File: src/rtl/mode_cmd_filter.sv
// Mode-command frame parser/validator: checks 4-byte frames and forwards the mode byte
// only after CONFIRM_N identical valid frames; also reset-request, frame-error and link-loss reporting.
module mode_cmd_filter #(
    parameter logic [7:0] HDR_BYTE  = 8'hEB,
    parameter logic [7:0] RST_KEY   = 8'hA5,
    parameter int         CONFIRM_N = 3,
    parameter int         LINK_TO   = 1000000
) (
    input  logic       clk,
    input  logic       rst,
    input  logic       i_rx_sof,
    input  logic       i_rx_vld,
    input  logic [7:0] im_rx_data,
    input  logic       i_rx_eof,
    output logic [7:0] om_mode_byte,
    output logic       o_rst_req,
    output logic       o_frm_err,
    output logic       o_link_lost
);

    typedef enum logic [1:0] {S_IDLE, S_B1, S_B2, S_B3} state_t;

    localparam logic [3:0]  CONFIRM_MAX = 4'(CONFIRM_N);
    localparam logic [23:0] LINK_MAX    = 24'(LINK_TO);

    state_t      state_reg, state_next;
    logic [7:0]  b0_reg, b0_next;
    logic [7:0]  b1_reg, b1_next;
    logic [7:0]  b2_reg, b2_next;
    logic [7:0]  cand_reg, cand_next;
    logic [3:0]  cnt_reg, cnt_next;
    logic [23:0] timer_reg, timer_next;
    logic        prev_rst_reg, prev_rst_next;
    logic [7:0]  mode_reg, mode_next;
    logic        rst_req_reg, rst_req_next;
    logic        frm_err_reg, frm_err_next;
    logic        link_lost_reg, link_lost_next;

    logic        frame_ok;
    logic        frame_bad;
    logic        body_ok;

    // Fields of the frame being closed, checked against the B3 beat itself
    assign body_ok = (b0_reg == HDR_BYTE)
                  && (im_rx_data == (b0_reg ^ b1_reg ^ b2_reg))
                  && (b1_reg <= 8'h02);

    always_comb begin
        state_next = state_reg;
        b0_next    = b0_reg;
        b1_next    = b1_reg;
        b2_next    = b2_reg;
        frame_ok   = 1'b0;
        frame_bad  = 1'b0;
        if (i_rx_vld) begin
            if (state_reg == S_IDLE) begin
                if (i_rx_sof) begin
                    if (i_rx_eof) begin
                        frame_bad = 1'b1;
                    end else begin
                        b0_next    = im_rx_data;
                        state_next = S_B1;
                    end
                end
            end else if (i_rx_sof) begin
                // A new frame aborts the current one; the sof beat becomes the new B0
                frame_bad = 1'b1;
                if (i_rx_eof) begin
                    state_next = S_IDLE;
                end else begin
                    b0_next    = im_rx_data;
                    state_next = S_B1;
                end
            end else begin
                case (state_reg)
                    S_B1: begin
                        if (i_rx_eof) begin
                            frame_bad  = 1'b1;
                            state_next = S_IDLE;
                        end else begin
                            b1_next    = im_rx_data;
                            state_next = S_B2;
                        end
                    end
                    S_B2: begin
                        if (i_rx_eof) begin
                            frame_bad  = 1'b1;
                            state_next = S_IDLE;
                        end else begin
                            b2_next    = im_rx_data;
                            state_next = S_B3;
                        end
                    end
                    default: begin
                        state_next = S_IDLE;
                        if (i_rx_eof && body_ok) begin
                            frame_ok = 1'b1;
                        end else begin
                            frame_bad = 1'b1;
                        end
                    end
                endcase
            end
        end
    end

    always_comb begin
        cand_next     = cand_reg;
        cnt_next      = cnt_reg;
        mode_next     = mode_reg;
        prev_rst_next = prev_rst_reg;
        rst_req_next  = 1'b0;
        frm_err_next  = frame_bad;
        timer_next    = timer_reg;

        if (frame_ok) begin
            timer_next = 24'd0;
        end else if (timer_reg < LINK_MAX) begin
            timer_next = timer_reg + 24'd1;
        end

        if (frame_ok) begin
            if (b1_reg == cand_reg) begin
                cnt_next = (cnt_reg >= CONFIRM_MAX) ? CONFIRM_MAX : cnt_reg + 4'd1;
            end else begin
                cand_next = b1_reg;
                cnt_next  = 4'd1;
            end
            if (cnt_next == CONFIRM_MAX) begin
                mode_next = cand_next;
            end
            rst_req_next  = (b2_reg == RST_KEY) && !prev_rst_reg;
            prev_rst_next = (b2_reg == RST_KEY);
        end else if (frame_bad) begin
            cnt_next = 4'd0;
        end

        // Link loss forces a full re-confirmation once frames resume
        if (!frame_ok && timer_next == LINK_MAX) begin
            cnt_next = 4'd0;
        end
        link_lost_next = (timer_next == LINK_MAX);
    end

    always_ff @(posedge clk) begin
        if (rst) begin
            state_reg     <= S_IDLE;
            b0_reg        <= 8'h00;
            b1_reg        <= 8'h00;
            b2_reg        <= 8'h00;
            cand_reg      <= 8'hFF;
            cnt_reg       <= 4'd0;
            timer_reg     <= 24'd0;
            prev_rst_reg  <= 1'b0;
            mode_reg      <= 8'hFF;
            rst_req_reg   <= 1'b0;
            frm_err_reg   <= 1'b0;
            link_lost_reg <= 1'b0;
        end else begin
            state_reg     <= state_next;
            b0_reg        <= b0_next;
            b1_reg        <= b1_next;
            b2_reg        <= b2_next;
            cand_reg      <= cand_next;
            cnt_reg       <= cnt_next;
            timer_reg     <= timer_next;
            prev_rst_reg  <= prev_rst_next;
            mode_reg      <= mode_next;
            rst_req_reg   <= rst_req_next;
            frm_err_reg   <= frm_err_next;
            link_lost_reg <= link_lost_next;
        end
    end

    assign om_mode_byte = mode_reg;
    assign o_rst_req    = rst_req_reg;
    assign o_frm_err    = frm_err_reg;
    assign o_link_lost  = link_lost_reg;

endmodule

File: config.mk
export PLATFORM = sky130hd
export DESIGN_NAME = mode_cmd_filter
export DESIGN_NICKNAME = d
export VERILOG_FILES = /design/src/rtl/mode_cmd_filter.sv
export SDC_FILE = /design/constraint.sdc
export NUM_CORES = 1
export LEC_CHECK = 0
export ABC_AREA = 1
export CORE_ASPECT_RATIO = 0.8
export CORE_UTILIZATION = 53
export DETAILED_ROUTE_END_ITERATION = 10
export PLACE_DENSITY = 0.81
export SETUP_SLACK_MARGIN = 0.5
export SLEW_MARGIN = 25
export SYNTH_ARGS = -nofsm -noshare
export SYNTH_HDL_FRONTEND = slang
export SYNTH_SLANG_ARGS = --single-unit
File: constraint.sdc
create_clock -name clk -period 2.47 [get_ports clk]
set_clock_uncertainty 0.05 [all_clocks]
set_input_delay 0.741 -clock clk [delete_from_list [all_inputs] [get_ports clk]]
set_output_delay 0.741 -clock clk [all_outputs]
set_load 0.03 [all_outputs]
==> flow_metrics.py, run 1 <==
# Flow results
metrics = {
    "run_status": {
        "status": "finished, final reports clean",
    },
    "final_timing": {
        "maxSlewHeadroom": 0.697,
        "finalCriticalPeriod_ns": 2.34,
        "setup_viol": 0,
    },
    "pwr": {
        "pwr-share-seq": 0.493,
        "clkPwrFrac": 0.377,
        "sw_frac_of_total": 0.304,
        "power_frac_comb": 0.130,
    },
    "global_routing": {
        "grt_pass1_wl_um": 19500,
        "grt_max_degree": 30,
        "grt_util_all_layers": 0.313,
    },
    "placed_design": {
        "portBuffers": 23,
        "dp_hpwl_um": 8240,
    },
    "job": {
        "warnings": 31,
    },
    "die": {
        "io_pins": 24,
        "die_width_um": 99.9,
        "rows": 28,
        "fp_util": 0.547,
        "die_area_um2": 8020,
    },
    "min_path": {
        "hold_depth": 1,
        "hold_start": "prev_rst_reg",
    },
    "worst_setup_path": {
        "crit_path_start_kind": "primary input",
        "worstRegToRegCells": 15,
        "r2r_end": "cnt_reg[2]",
        "r2r_start": "timer_reg[16]",
        "criticalPathCategory": "in2reg",
        "reg2reg_slack_ns": 0.16,
        "critPathMaxFanout": 4,
    },
    "synthesis": {
        "yosys-top-cells-area": "dfxtp_1 36%, nand2_1 19%, nor2_1 7.9%, inv_1 5.8%, nand3_1 4.7%",
        "yosys_area_um2": 4060,
        "common_cells": "209 x nand2_1, 85 x nor2_1, 74 x dfxtp_1",
        "syn_area_um2": 4060,
        "async_reset_ff_frac": 0,
        "ys_warn_count": 0,
        "top_area_cell": "dfxtp_1",
        "synth-seq-cells": 74,
        "ys_cells": 641,
        "synthesis.nets": 659,
        "synth.distinct_cells": 32,
        "avgSynthCellArea_um2": 6.34,
        "ys_seq_frac": 0.365,
        "ff_type": "dfxtp_1",
    },
    "cts": {
        "h-tree-depth": 3,
        "cts_hold_buf": 0,
        "clk_pin_slew_ns": 0.09,
        "clockRootBuffer": "clkbuf_8",
    },
    "drt": {
        "antenna_left": 0,
        "wl_met3_um": 1390,
        "wl_met1_um": 5530,
        "wl_met2_um": 6150,
    },
    "layout": {
        "largest_register_ffs": 24,
        "insertedDiodeCount": 0,
        "final_net_count": 740,
        "utilization": 0.737,
    },
}
==> run 1: how the worst max path moves through the flow <==
stage	startpoint	to	slack, ns
2_1_floorplan	im_rx_data[0]	om_mode_byte[0]	0.35
3_3_place_gp	im_rx_data[2]	cnt_reg[3]	-0.44
3_5_place_dp	im_rx_data[0]	cnt_reg[1]	-0.56
4_1_cts	im_rx_data[0]	cnt_reg[1]	0.26
5_1_grt	timer_reg[16]	cnt_reg[2]	0.04
6_report	i_rx_vld	cnt_reg[2]	0.13
==> run 1: layout by cell type, fill, tap and decap left out, types with 12 or more instances in the layout <==
master,netlist,routed
nand3_1,38,36
nand2_2,4,28
o21ai_0,35,26
buf_4,0,45
nand2_1,209,177
o21ai_1,7,16
dfxtp_2,0,28
nand4_1,12,12
dfxtp_1,74,44
inv_2,14,19
a21oi_1,37,29
nor2_1,85,63
nor2_2,2,20
inv_1,63,57
dlygate4sd2_1,0,15
==> run 1: critical path, cell delays in order <==
cell             delay (ns)
clkdlybuf4s50_1        0.48
inv_1                  0.09
nor3_4                 0.29
buf_6                  0.15
nand4_1                0.20
nand3_1                0.21
nor2_1                 0.06
nand4_1                0.14
nand2_2                0.11
nor2_1                 0.11
==> run 1: area by class of cell <==
type                            instances  area share
Timing Repair Buffer                   81       0.138
Sequential cell                        74       0.278
Clock buffer                            9      0.0226
Tap cell                              105      0.0240
Multi-Input combinational cell        477       0.468
Inverter                               79      0.0565
Clock inverter                          7      0.0123
==> run 1: power groups by stage <==
| stage | Clock, mW | Combinational (mW) | Sequential (mW) |
|---|---|---|---|
| floorplan | 0 | 0.141 | 1.26 |
| global placement | 0 | 0.250 | 1.26 |
| global route | 0.999 | 0.350 | 1.24 |
| CTS | 0.940 | 0.280 | 1.23 |
| finish | 0.941 | 0.324 | 1.23 |
| detailed placement | 0 | 0.260 | 1.26 |
==> run 1: cells by family after synthesis <==
logic type      share of synthesized area
simple gates                        0.379
xor+xnor                           0.0409
flops                               0.365
compound gates                      0.111
fa+ha+maj                          0.0154
buf+inv                            0.0899
==> run 1: repair_timing <==
item	4_1_cts	5_1_grt
endpoints found under the setup margin	59	66
setup buffers	12	3
cloned	3	2
pin swaps	30	27
resized	67	112
==> run 1: per-layer routing <==
metal  vias to the layer above  global-route usage
met5                         -                   0
met1                      2154               0.413
li1                       2191                   -
met4                         0               0.103
met2                       293               0.499
met3                        51              0.0792
==> run 1: metrics by stage <==
| stage | instances | TNS (ns) | setup slack, ns | power (mW) | area, µm² |
|---|---|---|---|---|---|
| after global routing | 832 | 0 | 0.0447 | 2.58 | 5470 |
| after CTS | 827 | 0 | 0.263 | 2.45 | 5150 |
| after floorplan | 641 | 0 | 0.348 | 1.40 | 4130 |
| after global placement | 796 | -13.67 | -0.444 | 1.51 | 4740 |
| after detailed placement | 796 | -16.44 | -0.555 | 1.52 | 4740 |
| final | 832 | 0 | 0.131 | 2.50 | 5470 |
run_1/final_clocks.png
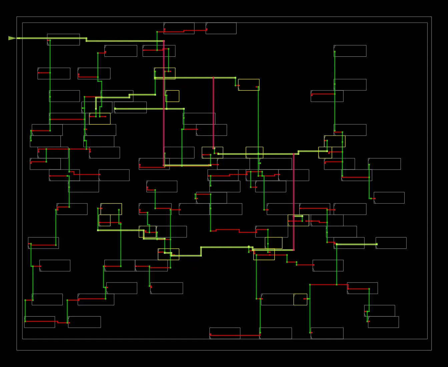
Num CTS Buffers: 9
CLK BUF: 9
clock distribution power: 0.941 mW
CTS Sinks: 74

run_1/wire_density.png
20 x 16 tiles, from white (low) to dark blue (high), scaled to the fullest tile. Values are wire area over tile area, all layers added.
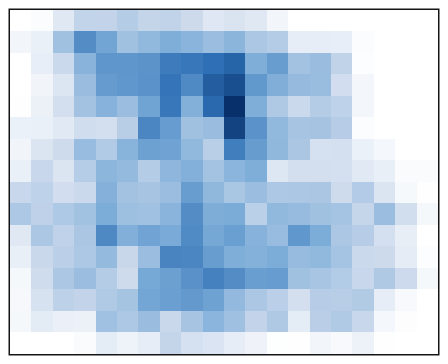
emptiest ninth of the die: north-east
fullest tile: 0.98
mean over tiles: 0.29
nearly empty tiles: 14%
densest ninth of the die: north
tiles over half the peak: 16%
wire per inst: 16.3 µm
DRT Wirelength: 13500 µm
routed vias: 4689

run_1/zoom.png
The bar under the picture is 5 µm long. Region (40, 46) to (60, 66) µm. Cells in grey, sequential cells in the stronger grey; small squares are vias.
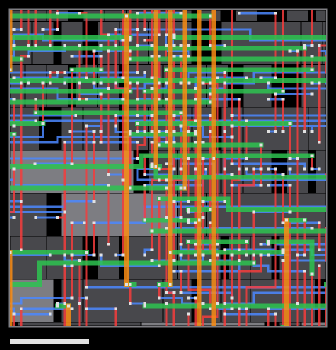
legend:
  met2:
    colour: red
  met1:
    colour: blue
  met4:
    colour: orange
  met3:
    colour: green
netlist names of flops here include: timer_reg (2)
cells with their middle in the window: 54
sequential cells in the window: 2
most frequent: nor2_1 (15), nand2_1 (13), nand3_1 (5)

--- run 2 (diff from run 1) ---
--- a/config.mk
+++ b/config.mk
@@ -8,6 +8,7 @@
 export ABC_AREA = 1
 export CORE_ASPECT_RATIO = 0.8
 export CORE_UTILIZATION = 53
+export CTS_BUF_LIST = sky130_fd_sc_hd__clkbuf_4 sky130_fd_sc_hd__clkbuf_8
 export DETAILED_ROUTE_END_ITERATION = 10
 export PLACE_DENSITY = 0.81
 export SETUP_SLACK_MARGIN = 0.5
run_2/pins.png
The bar under the picture is 20 µm long. Pins as bars across the die edge, other pins in grey.
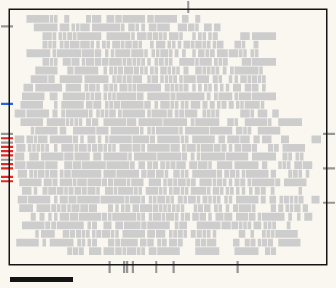
legend:
  om_mode_byte:
    colour: red
    pins: 8
    direction: output
    edge: west
  o_link_lost:
    colour: blue
    pins: 1
    direction: output
    edge: west
all pins by edge: 13 west, 7 south, 3 east, 1 north
port buffer count: 23
Die Span X: 99.9 µm
Die Ht: 80.3 µm

run_2/gate_families.png
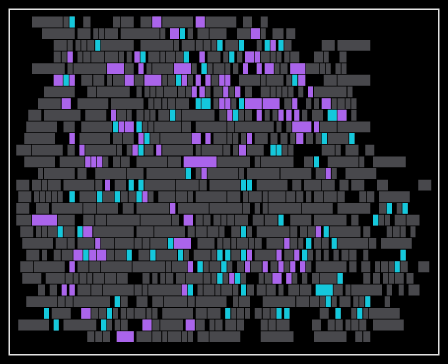
legend:
  NOR gates:
    colour: purple
    cells: 99
  inverters:
    colour: cyan
    cells: 79
Comb/total area: 0.468
Commonest Layout Cell: nand2_1
non-filler cells, final: 832

==> flow_metrics.py, run 2 <==
# Flow results
metrics = {
    "run_status": {
        "status": "finished, final reports clean",
    },
    "synthesis": {
        "ff_type": "dfxtp_1",
        "common_cells": "209 x nand2_1, 85 x nor2_1, 74 x dfxtp_1",
        "simple_gate_area_frac": 0.379,
        "syn_area_um2": 4060,
        "top_logic_kind": "simple AND/OR/NAND/NOR gates",
        "synthesis.nets": 659,
        "aoi_share": 0.111,
        "mux_share": 0,
        "async_reset_ff_frac": 0,
        "avgSynthCellArea_um2": 6.34,
        "ys_warn_count": 0,
        "yosys_area_um2": 4060,
        "ys_cells": 641,
        "top_cell": "nand2_1",
        "top_area_cell": "dfxtp_1",
        "ys_seq_frac": 0.365,
        "synth.distinct_cells": 32,
        "yosys-top-cells-area": "dfxtp_1 36%, nand2_1 19%, nor2_1 7.9%, inv_1 5.8%, nand3_1 4.7%",
        "adder_share": 0.0154,
        "synth-seq-cells": 74,
        "edf_count": 0,
        "ys_sh_xor": 0.0409,
    },
    "pwr": {
        "power_density_nw_per_um2": 456,
        "vdd_drop_max_mv": 0.374,
        "p_leak_nw": 2.46,
        "total_power_mw": 2.50,
    },
    "final_timing": {
        "setup_viol": 0,
        "maxSlewHeadroom": 0.697,
        "finalCriticalPeriod_ns": 2.34,
        "hold_viol": 0,
        "period_used_share": 0.947,
    },
    "drt": {
        "wl_per_cell_um": 16.3,
        "drc_errors": 0,
        "wl_um": 13500,
        "num_vias": 4689,
        "antenna_left": 0,
    },
    "worst_setup_path": {
        "criticalPathCategory": "in2reg",
        "critPathMaxFanout": 4,
        "cp-end-kind": "flip-flop",
        "crit_path_start_kind": "primary input",
    },
    "layout": {
        "final_cell_area_um2": 5470,
        "drive_above_1_share": 0.297,
        "largest_register_ffs": 24,
        "lay_top_cells": "177 x nand2_1, 63 x nor2_1, 57 x inv_1, 45 x buf_4, 44 x dfxtp_1",
        "insertedDiodeCount": 0,
        "final_net_count": 740,
        "syn2layout_area_growth_pct": 34.7,
    },
    "global_routing": {
        "grt_max_degree": 30,
        "grt_pass1_vias": 4189,
        "grt_overflow": 0,
        "grt_util_all_layers": 0.313,
        "grt_pass1_wl_um": 19500,
    },
    "cts": {
        "h-tree-depth": 3,
        "clockRootBuffer": "clkbuf_8",
        "cts.sinks": 74,
        "clock_latency_ns": 0.37,
        "cts_made_buffers": 9,
        "cts_tree": "built",
        "clk_pin_slew_ns": 0.09,
    },
    "die": {
        "die_area_um2": 8020,
        "io_pins": 24,
        "fp_util": 0.547,
        "rows": 28,
    },
    "placed_design": {
        "place_area_um2": 4740,
        "dp.cells": 796,
        "dp_hpwl_um": 8240,
        "place_congestion": 0.986,
    },
    "job": {
        "drv_cap": 0,
        "warnings": 31,
    },
}
-- run 2: cell counts in the layout (fill, tap and decap cells not counted) --
Identical to the previous run, type by type.
-- run 2: repair_timing --
item	4_1_cts	5_1_grt
gates resized	67	112
pin swaps	30	27
gates cloned	3	2
hold buffers	0	0
buffers inserted	12	3
setup endpoints to repair	59	66
-- run 2: path summary, 6_finish.rpt --
| path | slack [ns] | to | depth (start not counted) | start |
|---|---|---|---|---|
| worst min register to register | 0.37 | o_rst_req | 1 | prev_rst_reg |
| worst max register to register | 0.16 | cnt_reg[2] | 15 | timer_reg[16] |
| worst max-delay path | 0.13 | cnt_reg[2] | 10 | i_rx_vld |
| worst min-delay path | 0.37 | o_rst_req | 1 | prev_rst_reg |
-- run 2: cell type report --
cell class | count | area [µm²] | area share
multi-input combinational | 477 | 2560 | 0.468
sequential | 74 | 1520 | 0.278
timing repair buffer | 81 | 753 | 0.138
inverter | 79 | 309 | 0.0565
tap | 105 | 131 | 0.0240
clock buffer | 9 | 124 | 0.0226
clock inverter | 7 | 67.6 | 0.0123
-- run 2: per-stage QoR --
stage           util  setup WS [ns]  setup TNS [ns]
3_3_place_gp   0.638         -0.444          -13.67
2_1_floorplan      -          0.348               0
6_report       0.737          0.131               0
4_1_cts        0.693          0.263               0
5_1_grt        0.737         0.0447               0
3_5_place_dp   0.638         -0.555          -16.44
-- run 2: critical path, cell delays in order --
cell and delay [ns]:
clkdlybuf4s50_1 0.48, inv_1 0.09, nor3_4 0.29, buf_6 0.15
nand4_1 0.20, nand3_1 0.21, nor2_1 0.06, nand4_1 0.14
nand2_2 0.11, nor2_1 0.11
-- run 2: layer usage --
layer / part of all wire / global-route usage
met3: 0.10 / 0.0792
met2: 0.45 / 0.499
met5: 0 / 0
met1: 0.41 / 0.413
met4: 0.034 / 0.103
-- run 2: power by group --
group          total, mW  switching, mW  leakage [nW]  internal (mW)
clock              0.941          0.547        0.0962          0.394
sequential          1.23         0.0208         0.614           1.21
combinational      0.324          0.193          1.75          0.132
-- run 2: cells by family after synthesis --
group / after synthesis
compound gates: 84
xor+xnor: 19
fa+ha+maj: 5
buf+inv: 92
flops: 74
simple gates: 367
run_2/wire_density.png
20 x 16 tiles, from white (low) to dark blue (high), scaled to the fullest tile. Values are wire area over tile area, all layers added.
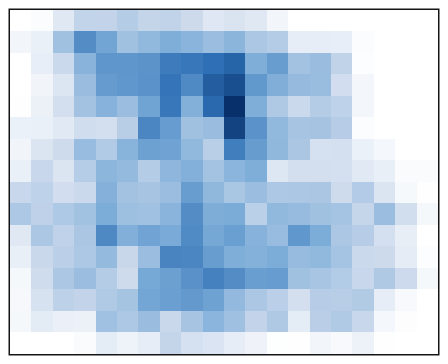

--- run 3 (diff from run 2) ---
--- a/config.mk
+++ b/config.mk
@@ -12,6 +12,7 @@
 export DETAILED_ROUTE_END_ITERATION = 10
 export PLACE_DENSITY = 0.81
 export SETUP_SLACK_MARGIN = 0.5
+export SKIP_CTS_REPAIR_TIMING = 1
 export SLEW_MARGIN = 25
 export SYNTH_ARGS = -nofsm -noshare
 export SYNTH_HDL_FRONTEND = slang
run_3/wire_density.png
20 x 16 tiles, from white (low) to dark blue (high), scaled to the fullest tile. Values are wire area over tile area, all layers added.
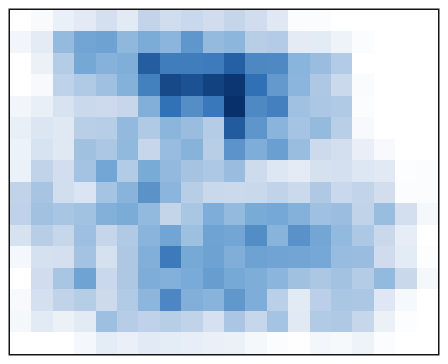
densest ninth of the die: north
mean over tiles: 0.27
nearly empty tiles: 13%
tiles over half the peak: 15%
emptiest ninth of the die: north-east
routed vias: 4616
wire per inst: 15.3 µm

==> flow_metrics.py, run 3 <==
# Flow results
metrics = {
    "layout": {
        "insertedDiodeCount": 0,
        "final_net_count": 738,
        "layout.cells.most_common": "nand2_1",
        "instances_no_fill": 830,
        "drive_above_1_share": 0.277,
        "largest_register_ffs": 24,
        "lay_top_cells": "175 x nand2_1, 70 x nor2_1, 56 x inv_1, 48 x dfxtp_1, 45 x buf_4",
        "syn2layout_area_growth_pct": 34.0,
    },
    "cts": {
        "clk_pin_slew_ns": 0.09,
        "cts_made_buffers": 9,
        "h-tree-depth": 3,
        "clockRootBuffer": "clkbuf_8",
        "cts.path.max_buffers": 2,
        "cts.sinks": 74,
        "cts_tree": "built",
        "clock_latency_ns": 0.36,
    },
    "die": {
        "rows": 28,
        "die_width_um": 99.9,
        "fp_util": 0.547,
        "io_pins": 24,
        "core-area_um2": 7430,
        "die_area_um2": 8020,
        "die_h_um": 80.3,
    },
    "drt": {
        "dr.pass1.iters": 6,
        "drt_iter0_markers": 668,
        "antenna_left": 0,
        "drc_errors": 0,
        "vias_per_cell": 5.56,
        "wl_um": 12700,
    },
    "synthesis": {
        "ys_cells": 641,
        "common_cells": "209 x nand2_1, 85 x nor2_1, 74 x dfxtp_1",
        "ys_seq_frac": 0.365,
        "top_cell_area_share": 0.365,
        "async_reset_ff_frac": 0,
        "synthesis.nets": 659,
        "edf_count": 0,
        "ys_warn_count": 0,
        "synth-seq-cells": 74,
        "synthCells": 641,
        "syn_area_um2": 4060,
        "synth.distinct_cells": 32,
        "ff_type": "dfxtp_1",
        "avgSynthCellArea_um2": 6.34,
        "top_cell": "nand2_1",
        "top_area_cell": "dfxtp_1",
        "yosys-top-cells-area": "dfxtp_1 36%, nand2_1 19%, nor2_1 7.9%, inv_1 5.8%, nand3_1 4.7%",
        "yosys_area_um2": 4060,
    },
    "placed_design": {
        "dp.cells": 796,
        "dp_hpwl_um": 8240,
        "portBuffers": 23,
        "preCtsSetupSlack_ns": -0.555,
        "place_congestion": 0.986,
    },
    "global_routing": {
        "grt_pass1_wl_um": 17900,
        "grt_max_degree": 30,
        "grt_overflow": 0,
        "grt_pass1_vias": 3917,
        "grt_util_all_layers": 0.286,
        "antenna_found_initial": 0,
    },
    "pwr": {
        "total_power_mw": 2.47,
        "vdd_drop_max_mv": 0.382,
        "sw_frac_of_total": 0.298,
        "p_switching_mw": 0.735,
        "power_density_nw_per_um2": 453,
        "pwr-share-seq": 0.499,
        "power_frac_comb": 0.124,
        "clkPwrFrac": 0.377,
        "p_int_mw": 1.73,
        "p_leak_nw": 2.53,
    },
    "run_status": {
        "status": "finished, final reports clean",
    },
    "worst_setup_path": {
        "crit_path_start_kind": "primary input",
        "cp-end-kind": "flip-flop",
        "criticalPathCategory": "in2reg",
        "cp.arrival_ns": 2.55,
        "cp.required_ns": 2.68,
        "critPathMaxFanout": 6,
    },
    "final_timing": {
        "slew_viol_final": 0,
        "fmax_mhz": 429,
        "period_used_share": 0.945,
        "fin_ws_ns": 0.137,
        "maxSlewHeadroom": 0.728,
        "grt_setup_unrepaired": "yes",
        "hold_viol": 0,
        "tightestPinTransition_ns": 0.408,
        "setup_viol": 0,
        "finalCriticalPeriod_ns": 2.33,
    },
    "min_path": {
        "min_path_type": "reg2reg",
    },
    "job": {
        "drv_cap": 0,
        "warnings": 30,
    },
}
run_3/zoom.png
The bar under the picture is 5 µm long. Region (40, 46) to (60, 66) µm. Cells in grey, sequential cells in the stronger grey; small squares are vias.
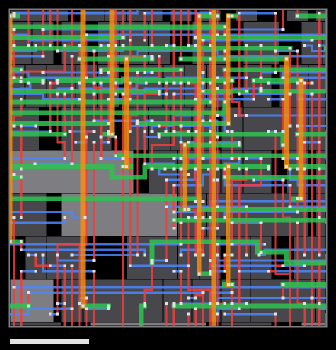
legend:
  met2:
    colour: red
  met3:
    colour: green
  met4:
    colour: orange
  met1:
    colour: blue
netlist names of flops here include: timer_reg (2)
most frequent: nand2_1 (14), nor2_1 (11), nand3_1 (7)
sequential cells in the window: 2
cells with their middle in the window: 54

## run 3: netlist changes by cell type in the layout (fill, tap and decap cells not counted), moves of 4 or more
cell / delta
nor2_1: +7
dfxtp_2: -6
a21oi_2: -4
a21oi_1: +4
buf_6: -4
dfxtp_1: +4
dlymetal6s2s_1: +18
dlygate4sd2_1: -15
nor2_2: -5
## run 3: kinds of logic after synthesis
group | count (synthesis) | synth area share
xor+xnor | 19 | 0.0409
fa+ha+maj | 5 | 0.0154
simple gates | 367 | 0.379
buf+inv | 92 | 0.0899
compound gates | 84 | 0.111
flops | 74 | 0.365
## run 3: layer usage
metal | track usage | routed length [µm]
met5 | 0 | 0
met4 | 0.0779 | 254
met3 | 0.0740 | 1450
met2 | 0.443 | 5830
met1 | 0.392 | 5180
## run 3: metrics by stage
stage	hold WS, ns	utilization	TNS [ns]	cell area [µm²]
final	0.379	0.733	0	5450
after global routing	0.393	0.733	0	5450
after CTS	0.364	0.663	-1.01	4930
after detailed placement	0.351	0.638	-16.44	4740
after global placement	0.354	0.638	-13.67	4740
after floorplan	0.342	-	0	4130
## run 3: power by group through the flow
stage / registers (mW) / logic [mW] / clock network [mW]
6_report: 1.23 / 0.306 / 0.930
5_1_grt: 1.23 / 0.336 / 0.986
4_1_cts: 1.23 / 0.262 / 0.940
3_5_place_dp: 1.26 / 0.260 / 0
3_3_place_gp: 1.26 / 0.250 / 0
2_1_floorplan: 1.26 / 0.141 / 0
## run 3: cell type report
type	instances	area [µm²]
Tap cell	105	131
Multi-Input combinational cell	481	2550
Inverter	79	309
Timing Repair Buffer	75	742
Sequential cell	74	1520
Clock buffer	9	124
Fill cell	554	1980
Clock inverter	7	67.6
## run 3: worst paths after layout
check / depth (start not counted) / slack [ns] / startpoint / end
worst max register to register: 16 / 0.16 / b0_reg[0] / cnt_reg[2]
worst max-delay path: 18 / 0.14 / im_rx_data[2] / cnt_reg[2]
worst min-delay path: 1 / 0.38 / prev_rst_reg / o_rst_req
worst min register to register: 1 / 0.38 / prev_rst_reg / o_rst_req
## run 3: worst max-delay path, stage by stage
cell and delay, ns:
buf_6 0.11, nand2_2 0.06, nand2_2 0.05, inv_1 0.04, nand2_1 0.05, nand2_2 0.07
nand2_1 0.08, nor2_2 0.12, nand2_2 0.07, nor2_2 0.16, nand3_2 0.17, buf_12 0.20
nand2_4 0.06, nand2_1 0.05, nor2_1 0.13, nand4_1 0.16, nand2_2 0.15, nor2_1 0.06
Power figures rest on the tool's default switching activity, not on a simulated workload.
